### Routing congestion map, run 1

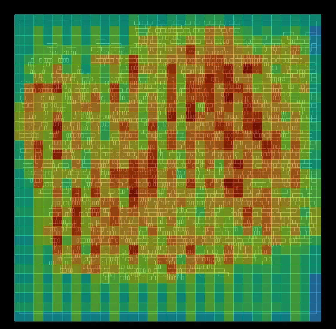
### Cell sizes after repair, run 1

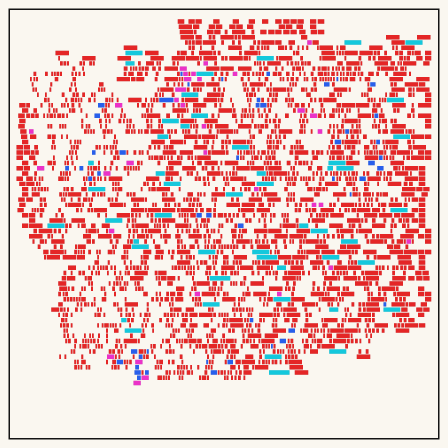
### Wiring heat map, run 1

The bar under the picture is 50 um long. 22 x 22 tiles, from dark purple (low) to yellow (high), scaled to the fullest tile. Values are wire area over tile area, all layers added.
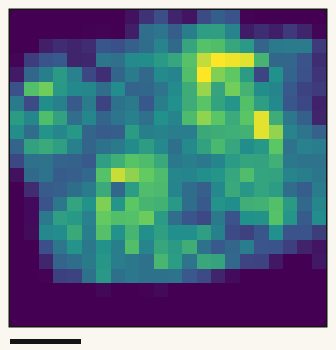
### Cell classes on the final placement, run 1

The bar under the picture is 50 um long.
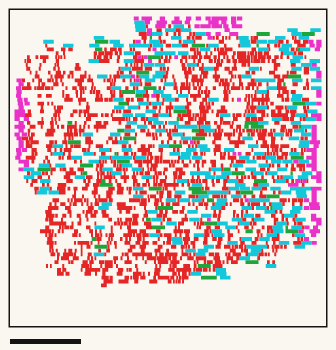
$ cat src/rtl/booths_divider.sv
// -----------------------------------------------------------------------------
// booths_divider
// Sequential radix-2 restoring divider, one quotient bit per clock. Shares the
// load/init/done/recieved handshake of the shift-add Booth multiplier so one
// controller can drive both blocks.
//
// Default build: two's-complement signed division, quotient truncated toward
// zero, remainder carries the dividend's sign.
// Macro BOOTHS_DIVIDER_UNSIGNED_EN: operands are unsigned, no sign fixup,
// ovf tied low; latency is unchanged.
//
// Ports:
//   clk      in   rising-edge clock
//   rst_n    in   synchronous active-low reset
//   load     in   start request, sampled only in IDLE
//   recieved in   consumer ack, sampled only in DONE
//   A        in   N-bit dividend, held until init is seen high
//   B        in   N-bit divisor, held until init is seen high
//   done     out  result valid, held until recieved
//   init     out  one-cycle pulse: operands captured
//   Q        out  N-bit quotient, updated only in DONE
//   R        out  N-bit remainder, updated only in DONE
//   dbz      out  divide-by-zero flag, valid while done
//   ovf      out  signed overflow flag (-2^(N-1) / -1), valid while done
// -----------------------------------------------------------------------------
module booths_divider #(
    parameter int N = 32
) (
    input  logic         clk,
    input  logic         rst_n,
    input  logic         load,
    input  logic         recieved,
    input  logic [N-1:0] A,
    input  logic [N-1:0] B,
    output logic         done,
    output logic         init,
    output logic [N-1:0] Q,
    output logic [N-1:0] R,
    output logic         dbz,
    output logic         ovf
);

    localparam int CW = $clog2(N);

    localparam logic [2:0] S_IDLE  = 3'd0;
    localparam logic [2:0] S_INIT  = 3'd1;
    localparam logic [2:0] S_ITER  = 3'd2;
    localparam logic [2:0] S_FIXUP = 3'd3;
    localparam logic [2:0] S_DONE  = 3'd4;

    localparam logic [N-1:0]  ZERO_N  = {N{1'b0}};
    localparam logic [N-1:0]  ONE_N   = {{(N-1){1'b0}}, 1'b1};
    localparam logic [N-1:0]  ONES_N  = {N{1'b1}};
    localparam logic [N-1:0]  MIN_N   = {1'b1, {(N-1){1'b0}}};
    localparam logic [CW-1:0] CNT_TOP = CW'(N - 1);
    localparam logic [CW-1:0] CNT_ONE = {{(CW-1){1'b0}}, 1'b1};
    localparam logic [CW-1:0] CNT_ZERO = {CW{1'b0}};

    // Two's-complement negation helper
    function automatic logic [N-1:0] neg2(input logic [N-1:0] v);
        return ~v + ONE_N;
    endfunction

    logic [2:0]    state_q, state_d;
    logic [CW-1:0] cnt_q, cnt_d;
    logic [N:0]    acc_q, acc_d;         // partial remainder, N+1 bits wide
    logic [N-1:0]  qsr_q, qsr_d;         // dividend in, quotient bits out
    logic [N-1:0]  bmag_q, bmag_d;
    logic [N-1:0]  a_q, a_d;             // raw dividend for the dbz result
    logic          a_neg_q, a_neg_d;
    logic          q_neg_q, q_neg_d;
    logic          dbz_arm_q, dbz_arm_d;
    logic          ovf_arm_q, ovf_arm_d;
    logic [N-1:0]  q_res_q, q_res_d;
    logic [N-1:0]  r_res_q, r_res_d;
    logic          done_q, done_d;
    logic          init_q, init_d;
    logic [N-1:0]  q_out_q, q_out_d;
    logic [N-1:0]  r_out_q, r_out_d;
    logic          dbz_q, dbz_d;
    logic          ovf_q, ovf_d;

    logic [N-1:0]  a_mag_s, b_mag_s;
    logic          a_neg_s, q_neg_s, ovf_hit_s;
    logic [N+1:0]  acc_sh_s, trial_s;

    // Operand magnitudes and sign bookkeeping for the capture in INIT
    always_comb begin
`ifdef BOOTHS_DIVIDER_UNSIGNED_EN
        a_mag_s   = A;
        b_mag_s   = B;
        a_neg_s   = 1'b0;
        q_neg_s   = 1'b0;
        ovf_hit_s = 1'b0;
`else
        a_mag_s   = A[N-1] ? neg2(A) : A;
        b_mag_s   = B[N-1] ? neg2(B) : B;
        a_neg_s   = A[N-1];
        q_neg_s   = A[N-1] ^ B[N-1];
        ovf_hit_s = (A == MIN_N) && (B == ONES_N);
`endif
    end

    // Trial subtraction; the remainder is always below |B|, so its shifted
    // value is below 2^(N+1) and bit N+1 of the difference is a clean borrow.
    always_comb begin
        acc_sh_s = {acc_q, qsr_q[N-1]};
        trial_s  = acc_sh_s - {2'b00, bmag_q};
    end

    // Next-state and datapath logic keyed on the current state
    always_comb begin
        state_d   = state_q;
        cnt_d     = cnt_q;
        acc_d     = acc_q;
        qsr_d     = qsr_q;
        bmag_d    = bmag_q;
        a_d       = a_q;
        a_neg_d   = a_neg_q;
        q_neg_d   = q_neg_q;
        dbz_arm_d = dbz_arm_q;
        ovf_arm_d = ovf_arm_q;
        q_res_d   = q_res_q;
        r_res_d   = r_res_q;
        done_d    = done_q;
        init_d    = 1'b0;
        q_out_d   = q_out_q;
        r_out_d   = r_out_q;
        dbz_d     = dbz_q;
        ovf_d     = ovf_q;
        case (state_q)
            S_IDLE: begin
                done_d = 1'b0;
                if (load) begin
                    state_d = S_INIT;
                end else begin
                    state_d = S_IDLE;
                end
            end
            S_INIT: begin
                a_d       = A;
                bmag_d    = b_mag_s;
                qsr_d     = a_mag_s;
                acc_d     = {(N+1){1'b0}};
                cnt_d     = CNT_TOP;
                a_neg_d   = a_neg_s;
                q_neg_d   = q_neg_s;
                ovf_arm_d = ovf_hit_s;
                init_d    = 1'b1;
                done_d    = 1'b0;
                if (b_mag_s == ZERO_N) begin
                    dbz_arm_d = 1'b1;
                    state_d   = S_DONE;
                end else begin
                    dbz_arm_d = 1'b0;
                    state_d   = S_ITER;
                end
            end
            S_ITER: begin
                if (!trial_s[N+1]) begin
                    acc_d = trial_s[N:0];
                end else begin
                    acc_d = acc_sh_s[N:0];
                end
                qsr_d = {qsr_q[N-2:0], ~trial_s[N+1]};
                cnt_d = cnt_q - CNT_ONE;
                if (cnt_q == CNT_ZERO) begin
                    state_d = S_FIXUP;
                end else begin
                    state_d = S_ITER;
                end
            end
            S_FIXUP: begin
                // For -2^(N-1)/-1 the magnitude quotient is already 2^(N-1)
                // and the signs match, so it wraps to -2^(N-1) with no negation.
                q_res_d = q_neg_q ? neg2(qsr_q) : qsr_q;
                r_res_d = a_neg_q ? neg2(acc_q[N-1:0]) : acc_q[N-1:0];
                state_d = S_DONE;
            end
            S_DONE: begin
                done_d = 1'b1;
                if (dbz_arm_q) begin
                    q_out_d = ONES_N;
                    r_out_d = a_q;
                    dbz_d   = 1'b1;
                    ovf_d   = 1'b0;
                end else begin
                    q_out_d = q_res_q;
                    r_out_d = r_res_q;
                    dbz_d   = 1'b0;
                    ovf_d   = ovf_arm_q;
                end
                if (recieved) begin
                    state_d = S_IDLE;
                end else begin
                    state_d = S_DONE;
                end
            end
            default: begin
                state_d = S_IDLE;
                done_d  = 1'b0;
            end
        endcase
    end

    // State and datapath registers with synchronous active-low reset
    always_ff @(posedge clk) begin
        if (!rst_n) begin
            state_q   <= S_IDLE;
            cnt_q     <= CNT_ZERO;
            acc_q     <= {(N+1){1'b0}};
            qsr_q     <= ZERO_N;
            bmag_q    <= ZERO_N;
            a_q       <= ZERO_N;
            a_neg_q   <= 1'b0;
            q_neg_q   <= 1'b0;
            dbz_arm_q <= 1'b0;
            ovf_arm_q <= 1'b0;
            q_res_q   <= ZERO_N;
            r_res_q   <= ZERO_N;
            done_q    <= 1'b0;
            init_q    <= 1'b0;
            q_out_q   <= ZERO_N;
            r_out_q   <= ZERO_N;
            dbz_q     <= 1'b0;
            ovf_q     <= 1'b0;
        end else begin
            state_q   <= state_d;
            cnt_q     <= cnt_d;
            acc_q     <= acc_d;
            qsr_q     <= qsr_d;
            bmag_q    <= bmag_d;
            a_q       <= a_d;
            a_neg_q   <= a_neg_d;
            q_neg_q   <= q_neg_d;
            dbz_arm_q <= dbz_arm_d;
            ovf_arm_q <= ovf_arm_d;
            q_res_q   <= q_res_d;
            r_res_q   <= r_res_d;
            done_q    <= done_d;
            init_q    <= init_d;
            q_out_q   <= q_out_d;
            r_out_q   <= r_out_d;
            dbz_q     <= dbz_d;
            ovf_q     <= ovf_d;
        end
    end

    assign done = done_q;
    assign init = init_q;
    assign Q    = q_out_q;
    assign R    = r_out_q;
    assign dbz  = dbz_q;
    assign ovf  = ovf_q;

endmodule

$ cat config.mk
export PLATFORM = sky130hd
export DESIGN_NAME = booths_divider
export DESIGN_NICKNAME = d
export VERILOG_FILES = /design/src/rtl/booths_divider.sv
export SDC_FILE = /design/constraint.sdc
export NUM_CORES = 1
export LEC_CHECK = 0
export ABC_AREA = 1
export CAP_MARGIN = 20
export CORE_MARGIN = 3
export CORE_UTILIZATION = 35
export CTS_CLUSTER_DIAMETER = 60
export DETAILED_ROUTE_END_ITERATION = 8
export PLACE_DENSITY = 0.62
export SYNTH_ARGS = -nofsm -noshare
export SYNTH_HDL_FRONTEND = slang
export SYNTH_SLANG_ARGS = --single-unit
$ cat constraint.sdc
create_clock -name clk -period 4.9 [get_ports clk]
set_input_delay 0.49 -clock clk [delete_from_list [all_inputs] [get_ports clk]]
set_output_delay 0.49 -clock clk [all_outputs]
set_load 0.01 [all_outputs]
==> impl_metrics.yaml, run 1 <==
# generated from flow reports
run_status:
  outcome: "finished clean"
synth:
  yosysSeqAreaShare_pct: 33.3
  syn_inst: 2550
  postSynthAreaPerCell_sq_um: 6.42
  yosys_area_sq_um: 16400
  edf_count: 0
  ys.flops: 272
  fp_nets: 2658
  synthArstFlopShare_pct: 0
placement:
  hpwl_um: 42800
  place_congestion: 0.975
setup_path:
  worstRegToRegCells: 10
  ff2ff_setup_slack_ps: 2010
  critPathMaxFanout: 51
  critPathKind: "reg2reg"
  slowest_delay_ps: 880
  crit_path_start_kind: "register"
  crit_required_ps: 5370
timing:
  fmax_ghz: 0.346
  hold_viol_final: 0
  finClkSkew_ps: 30.8
  fin_crit_ps: 2890
  setup_tns_ps: 0
global_routing:
  grt_remaining_overflow: 0
  grt_pass1_wl_um: 88800
  grt_pass1_vias: 16100
power_and_ir_drop:
  power_mw: 7.44
  vdd_drop_max_uv: 305
cells_and_area:
  drive_gt1_share_pct: 4.95
  layout_top_cells: "nand2_1, inv_1, nor2_1"
  fillers: 4807
  diodes: 0
  layout_top_cell: "nand2_1"
clock_network:
  post-cts-setup-buffer-count: 0
  cts_tree: "built"
  cts-buffers-inserted: 34
  cts_buffer_depth: 3
routing:
  firstDrtPassIters: 7
  drc: 0
worst_hold_path:
  min_path_type: "in2reg"
  min_path_cells: 3
Notes on 'Routing congestion map' above:
grt peak-use layer: met2
M3 GR Usage: 2.56%
M2 GR Usage: 37.2%
met1 usage: 29.8%
drt wl/cell: 17.5 um

Notes on 'Cell sizes after repair' above:
[x3 and x4] magenta | cells: 33 | most used: buf_4
[x6 and larger] cyan | cells: 49 | most used: clkbuf_16
[x1 and smaller] red | cells: 2515 | most used: nand2_1
[x2] blue | cells: 49 | most used: inv_2
Repair and plain buffers: 151
Worst Setup Slack, final: 2010 ps
post-route cell area: 19300 sq um
Area growth syn-to-layout: 17.7%

Notes on 'Wiring heat map' above:
mean over tiles: 0.19
emptiest ninth of the die: lower right
fullest tile: 0.55
Via Count: 17.0k
Total Wirelength: 56800 um
gr usage total: 22.3%

Notes on 'Cell classes on the final placement' above:
[remaining logic cells] red | cells: 2161
[registers] cyan | cells: 272
[clock drivers and dummy loads] green | cells: 62
[remaining buffers and delay cells] magenta | cells: 151
Row Count: 78
final core occ: 42.1%
core area: 45800 sq um
Seq/total area: 28.3%

[run 1: layout make-up]
class | count | area (sq um) | share of cell area (%)
Multi-Input combinational cell | 1793 | 9050 | 47.0
Sequential cell | 272 | 5450 | 28.3
Timing Repair Buffer | 151 | 1470 | 7.63
Inverter | 368 | 1380 | 7.19
Clock buffer | 49 | 977 | 5.08
Tap cell | 600 | 751 | 3.90
Clock inverter | 13 | 174 | 0.903
[run 1: how the worst max path moves through the flow]
stage	depth (start not counted)	slack, ps	startpoint	end
detailed placement	15	2010	B[0]	dbz_arm_q
floorplan	17	2830	qsr_q[31]	acc_q[30]
global route	10	1840	state_q[2]	qsr_q[5]
global placement	12	2030	B[31]	state_q[2]
CTS	10	2100	state_q[2]	qsr_q[5]
finish	10	2010	state_q[2]	qsr_q[5]
[run 1: routing by layer]
layer | share of wire, % | vias up | GRT usage, %
met3 | 5.9 | 96 | 2.56
met5 | 0 | - | 0
met1 | 44 | 7837 | 29.8
met2 | 46 | 570 | 37.2
li1 | - | 8480 | -
met4 | 3.6 | 0 | 8.03
[run 1: stage by stage]
step	area [sq um]	hold slack, ps	cells	setup slack, ps
6_report	19300	462	3246	2010
2_1_floorplan	16400	430	2550	2830
5_1_grt	19300	475	3246	1840
4_1_cts	19300	430	3246	2100
3_3_place_gp	18100	446	3184	2030
3_5_place_dp	18100	453	3184	2010
[run 1: worst register-to-register path, stage by stage, from the launching register on]
cell       delay, ps
dfxtp_1          400
inv_1            110
nand2_1          180
nor2_4            50
inv_2            360
nand2_2          380
inv_2            890
nand2_1          130
o2111ai_1        170
nand2_1          100
inv_1             90
[run 1: power breakdown]
group	switching, mW	total, mW	internal, mW
Combinational	1.66	2.41	0.750
Sequential	0.109	2.46	2.35
Clock	1.01	2.57	1.56
[run 1: logic make-up after synthesis]
| family | after synthesis | share of synthesized area [%] |
|---|---|---|
| flip-flops | 272 | 33.3 |
| adder cells (fa/ha/maj) | 40 | 3.10 |
| buffers and inverters | 485 | 11.5 |
| AND/OR/NAND/NOR | 1131 | 30.0 |
| XOR/XNOR | 55 | 2.94 |
| AND-OR/OR-AND | 567 | 19.1 |
[run 1: state kept, by name, summed over array words and instances (netlist names)]
| register | count |
|---|---|
| dbz | 1 |
| state_q | 3 |
| a_q | 32 |
| init | 1 |
| dbz_arm_q | 1 |
| bmag_q | 32 |
| done | 1 |
| q_neg_q | 1 |
| r_res_q | 32 |
| qsr_q | 32 |
| R | 32 |
| Q | 32 |
| ovf | 1 |
| acc_q | 33 |
| ovf_arm_q | 1 |
| cnt_q | 5 |
| q_res_q | 32 |
[run 1: cell usage after synthesis, types with 8 or more instances]
master / number
o22ai_1: 34
xor2_1: 37
o221ai_1: 13
nand4_1: 37
o211ai_1: 16
xnor2_1: 18
buf_2: 8
nand3_1: 147
a21oi_1: 251
clkbuf_1: 80
a211oi_1: 8
inv_2: 8
nand3b_1: 21
nor3_1: 42
o21ai_1: 14
inv_1: 358
nand2_1: 540
o31ai_1: 8
nor3_2: 8
nor2_1: 285
nor4_1: 12
dfxtp_1: 272
ha_1: 39
buf_1: 22
a31oi_1: 16
o21ai_0: 176
### I/O nets highlighted, run 1

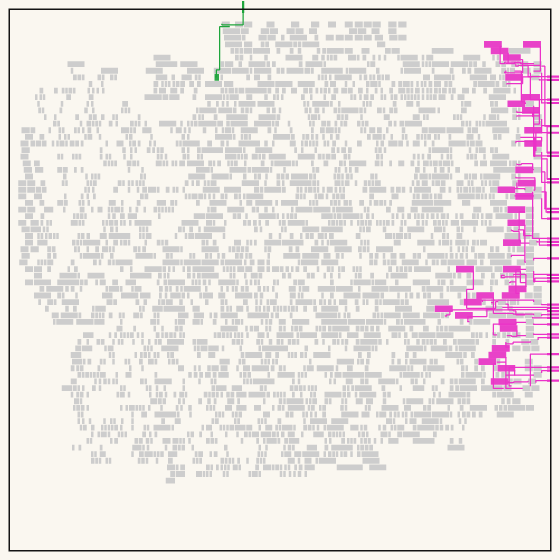

--- run 2 (diff from run 1) ---
==> constraint.sdc (replaced) <==
create_clock -name clk -period 3 [get_ports clk]
set_input_delay 0.3 -clock clk [delete_from_list [all_inputs] [get_ports clk]]
set_output_delay 0.3 -clock clk [all_outputs]
set_load 0.01 [all_outputs]
### I/O nets highlighted, run 2

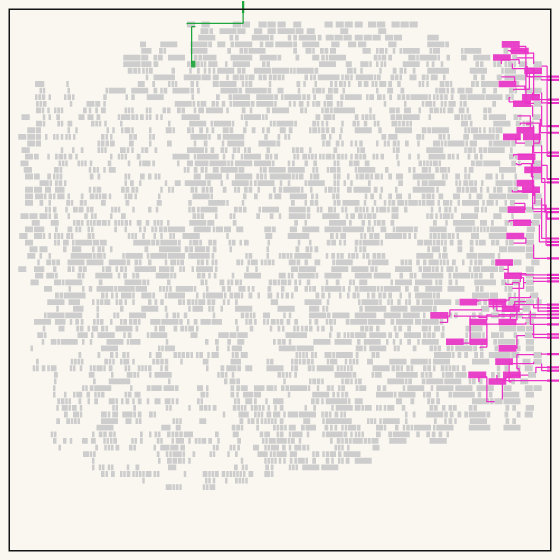
[Q] magenta | bits: 32 | direction: output | edge: right | end cells: 32 | buffers: 32 | wire: 981 um
[load] green | bits: 1 | direction: input | edge: top | end cells: 1 | buffers: 1 | wire: 45.3 um
IO buf count: 135
io pins: 136

### Cell sizes after repair, run 2

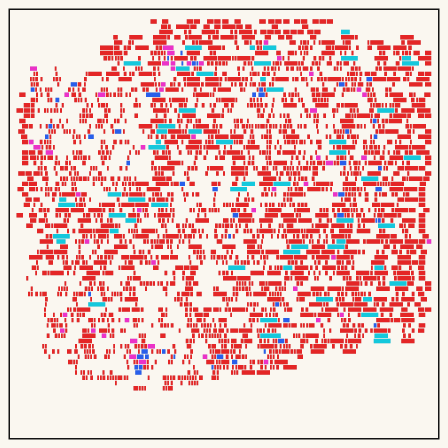
[x2] blue | cells: 50 | most used: inv_2
[x1 and smaller] red | cells: 2512 | most used: nand2_1
[x6 and larger] cyan | cells: 56 | most used: clkbuf_16
[x3 and x4] magenta | cells: 50 | most used: buf_4
Area growth syn-to-layout: 19.1%
post-route cell area: 19500 sq um

==> impl_metrics.yaml, run 2 <==
# generated from flow reports
setup_path:
  slowest_delay_ps: 470
  worstRegToRegCells: 16
  crit_required_ps: 3440
  crit_path_start_kind: "register"
  crit_end: "acc_q[30]"
  critPathMaxFanout: 3
  crit_start: "bmag_q[0]"
cells_and_area:
  diodes: 0
  fillers: 4819
  comb_area_sq_um: 9050
  drive_gt1_share_pct: 5.85
clock_network:
  cts_buffer_depth: 3
  post-cts-setup-buffer-count: 0
power_and_ir_drop:
  p_clk_share_pct: 33.5
  vdd_drop_max_uv: 384
  p_int_mw: 7.58
  power_mw: 12.2
  p_switching_mw: 4.66
  switching_share_pct: 38.0
  p_seq_share_pct: 32.8
placement:
  dp.cells: 3207
  hpwl_um: 44900
  place_congestion: 0.964
global_routing:
  grt_remaining_overflow: 0
  grt_pass1_wl_um: 91400
  gr-usage-all-layers_pct: 23.0
routing:
  vias: 17100
  routedWlPerCell_um: 18.0
  firstDrtPassIters: 6
  wl_um: 58800
timing:
  finClkSkew_ps: 31.7
  fin_crit_ps: 2670
  setup_tns_ps: 0
  hold_viol_final: 0
  hold_ws_ps: 204
floorplan:
  rows: 78
  core_sq_um: 45800
synth:
  edf_count: 0
  synthArstFlopShare_pct: 0
  common_cells: "nand2_1, inv_1, nor2_1"
  yosys_area_sq_um: 16400
  ys.flops: 272
  fp_nets: 2658
  yosysSeqAreaShare_pct: 33.3
  syn_inst: 2550
run_status:
  outcome: "finished clean"
### Cell classes on the final placement, run 2

The bar under the picture is 50 um long.
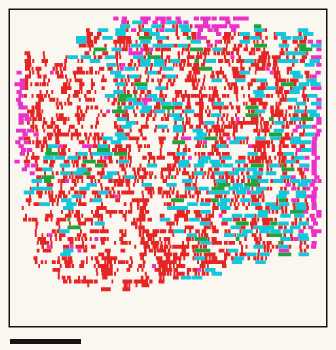
[registers] cyan | cells: 272
[remaining logic cells] red | cells: 2161
[remaining buffers and delay cells] magenta | cells: 174
[clock drivers and dummy loads] green | cells: 61
Seq/total area: 27.9%
final core occ: 42.6%

-- run 2: timing repair --
action | 4_1_cts | 5_1_grt
hold endpoints to repair | 0 | 0
endpoints found under the setup margin | 0 | 1
resized | 0 | 1
-- run 2: routing by layer --
| metal | global-route usage (%) | up-vias | routed length, um |
|---|---|---|---|
| li1 | - | 8516 | - |
| met1 | 30.3 | 7949 | 26100 |
| met2 | 39.4 | 545 | 27800 |
| met4 | 6.17 | 0 | 1420 |
| met5 | 0 | - | 0 |
| met3 | 3.24 | 80 | 3530 |
-- run 2: cell type report --
| cell class | count | share of cell area (%) |
|---|---|---|
| clock buffer | 48 | 5.16 |
| tap | 600 | 3.85 |
| inverter | 368 | 7.10 |
| clock inverter | 13 | 0.700 |
| sequential | 272 | 27.9 |
| timing repair buffer | 174 | 8.81 |
| multi-input combinational | 1793 | 46.4 |
-- run 2: metrics by stage --
step	cell area, sq um	setup slack, ps	util (%)
final	19500	327	42.6
after global routing	19500	82.1	42.6
after global placement	18300	296	40.1
after detailed placement	18300	259	40.1
after floorplan	16400	932	-
after CTS	19500	241	42.6
-- run 2: power by group through the flow --
stage	clock [mW]	sequential, mW	combinational [mW]
3_5_place_dp	0	4.08	4.08
5_1_grt	4.32	4.04	4.56
3_3_place_gp	0	4.07	4.09
2_1_floorplan	0	4.04	2.84
4_1_cts	4.18	4.01	4.10
6_report	4.10	4.01	4.13
-- run 2: cells by family (layout without fill, tap and decap cells) --
family	count (synthesis)	in the layout	share of synthesized area [%]
flip-flops	272	272	33.3
XOR/XNOR	55	55	2.94
AND-OR/OR-AND	567	567	19.1
AND/OR/NAND/NOR	1131	1131	30.0
buffers and inverters	485	603	11.5
adder cells (fa/ha/maj)	40	40	3.10
-- run 2: worst register-to-register path, delay by kind of cell (launching register included) --
| family | cells | cell delay [ps] |
|---|---|---|
| and+or+nand+nor | 10 | 990 |
| DFF | 1 | 470 |
| buffers and inverters | 2 | 170 |
| AOI/OAI and AO/OA | 2 | 290 |
| adders and majority gates | 2 | 680 |
-- run 2: worst min path at each step --
stage | slack, ps | cells past startpoint | endpoint
6_report | 200 | 3 | Q[21]
2_1_floorplan | 430 | 2 | Q[12]
3_5_place_dp | 450 | 2 | Q[16]
5_1_grt | 210 | 3 | r_res_q[8]
4_1_cts | 190 | 3 | r_res_q[8]
3_3_place_gp | 440 | 2 | Q[16]
--- run 3 (diff from run 2) ---
--- a/config.mk
+++ b/config.mk
@@ -12,6 +12,7 @@
 export CTS_CLUSTER_DIAMETER = 60
 export DETAILED_ROUTE_END_ITERATION = 8
 export PLACE_DENSITY = 0.62
+export SLEW_MARGIN = 10
 export SYNTH_ARGS = -nofsm -noshare
 export SYNTH_HDL_FRONTEND = slang
 export SYNTH_SLANG_ARGS = --single-unit
### Wiring heat map, run 3

The bar under the picture is 50 um long. 22 x 22 tiles, from dark purple (low) to yellow (high), scaled to the fullest tile. Values are wire area over tile area, all layers added.
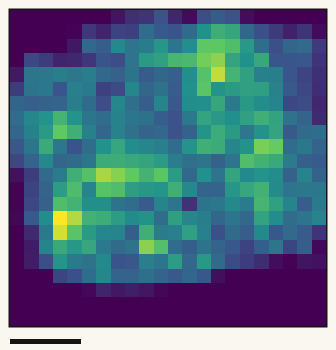
nearly empty tiles: 21%
fullest tile: 0.60
tiles over half the peak: 22%
Via Count: 17.1k
gr usage total: 23.0%
Total Wirelength: 58800 um

### Cell sizes after repair, run 3

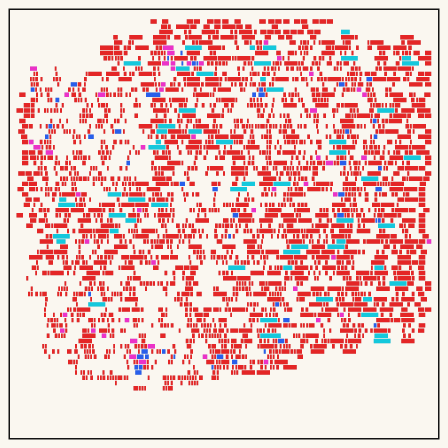
[x3 and x4] magenta | cells: 50 | most used: buf_4
[x2] blue | cells: 50 | most used: inv_2
[x1 and smaller] red | cells: 2512 | most used: nand2_1
[x6 and larger] cyan | cells: 56 | most used: clkbuf_16
Worst Setup Slack, final: 327 ps
Repair and plain buffers: 174

==> impl_metrics.yaml, run 3 <==
# generated from flow reports
floorplan:
  core_sq_um: 45800
  num_io_pins: 136
synth:
  yosys_area_sq_um: 16400
  common_cells: "nand2_1, inv_1, nor2_1"
  yosysSeqAreaShare_pct: 33.3
  edf_count: 0
placement:
  pre_cts_ws_ps: 259
  port_buffers: 135
setup_path:
  critPathMaxFanout: 3
  crit_path_start_kind: "register"
  crit_start: "bmag_q[0]"
routing:
  top_layer: "met4"
  routed-wl-met2_um: 27800
global_routing:
  grt_pass1_wl_um: 91400
  grt_remaining_overflow: 0
power_and_ir_drop:
  power_mw: 12.2
  vdd_drop_max_uv: 384
clock_network:
  cts_buffer_depth: 3
  post-cts-setup-buffer-count: 0
timing:
  setup_tns_ps: 0
  fin_crit_ps: 2670
cells_and_area:
  comb_area_sq_um: 9050
  syn2layout_area_growth_pct: 19.1
  fillers: 4819
  diodes: 0
  drive_gt1_share_pct: 5.85
run_status:
  outcome: "finished clean"
### Routing congestion map, run 3

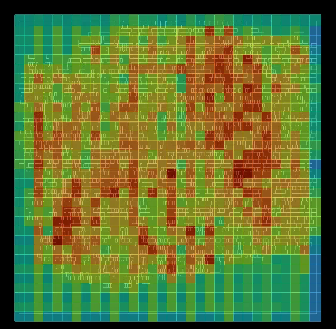
M2 GR Usage: 39.4%
M3 GR Usage: 3.24%
drt wl/cell: 18.0 um

-- run 3: logic make-up (layout without fill, tap and decap cells) --
| kind of cell | count (synthesis) | after routing | share of synthesized area, % |
|---|---|---|---|
| AOI/OAI and AO/OA | 567 | 567 | 19.1 |
| adders and majority gates | 40 | 40 | 3.10 |
| buffers and inverters | 485 | 603 | 11.5 |
| and+or+nand+nor | 1131 | 1131 | 30.0 |
| xor gates and xnor gates | 55 | 55 | 2.94 |
| DFF | 272 | 272 | 33.3 |
-- run 3: power breakdown --
group / switching [mW] / internal (mW)
Combinational: 2.84 / 1.29
Clock: 1.65 / 2.46
Sequential: 0.171 / 3.84
Total: 4.66 / 7.58
-- run 3: metrics by stage --
stage                     instances  util, %  hold WS, ps  area, sq um
final                          3268     42.6          204        19500
after global routing           3268     42.6          205        19500
after CTS                      3268     42.6          185        19500
after detailed placement       3207     40.1          451        18300
after global placement         3207     40.1          442        18300
after floorplan                2550        -          430        16400
-- run 3: worst max-delay path: stages (launching register included) --
cell and delay, ps:
dfxtp_1 470, ha_1 250, inv_1 90, fa_1 430
inv_1 80, o21ai_1 120, nand3_1 100, nand2_1 90
nand2_1 80, nand2_1 200, nand2_1 150, nand2_1 60
nand2_1 60, nand2_1 90, nand2_1 80, nand3_1 80
a21oi_1 170
-- run 3: area by class of cell --
type,count,share of cell area (%)
timing repair buffer,174,8.81
sequential,272,27.9
clock buffer,48,5.16
tap,600,3.85
multi-input combinational,1793,46.4
inverter,368,7.10
clock inverter,13,0.700
-- run 3: path summary, 6_finish.rpt --
check	to	slack, ps	cells past startpoint
worst min register to register	Q[16]	460	2
worst min-delay path	Q[21]	200	3
worst max register to register	acc_q[30]	330	16
worst max-delay path	acc_q[30]	330	16
-- run 3: metal layers --
layer | track usage [%] | vias to the layer above
li1 | - | 8516
met1 | 30.3 | 7949
met2 | 39.4 | 545
met3 | 3.24 | 80
met4 | 6.17 | 0
met5 | 0 | -
Power is estimated from default activity; no workload was simulated.
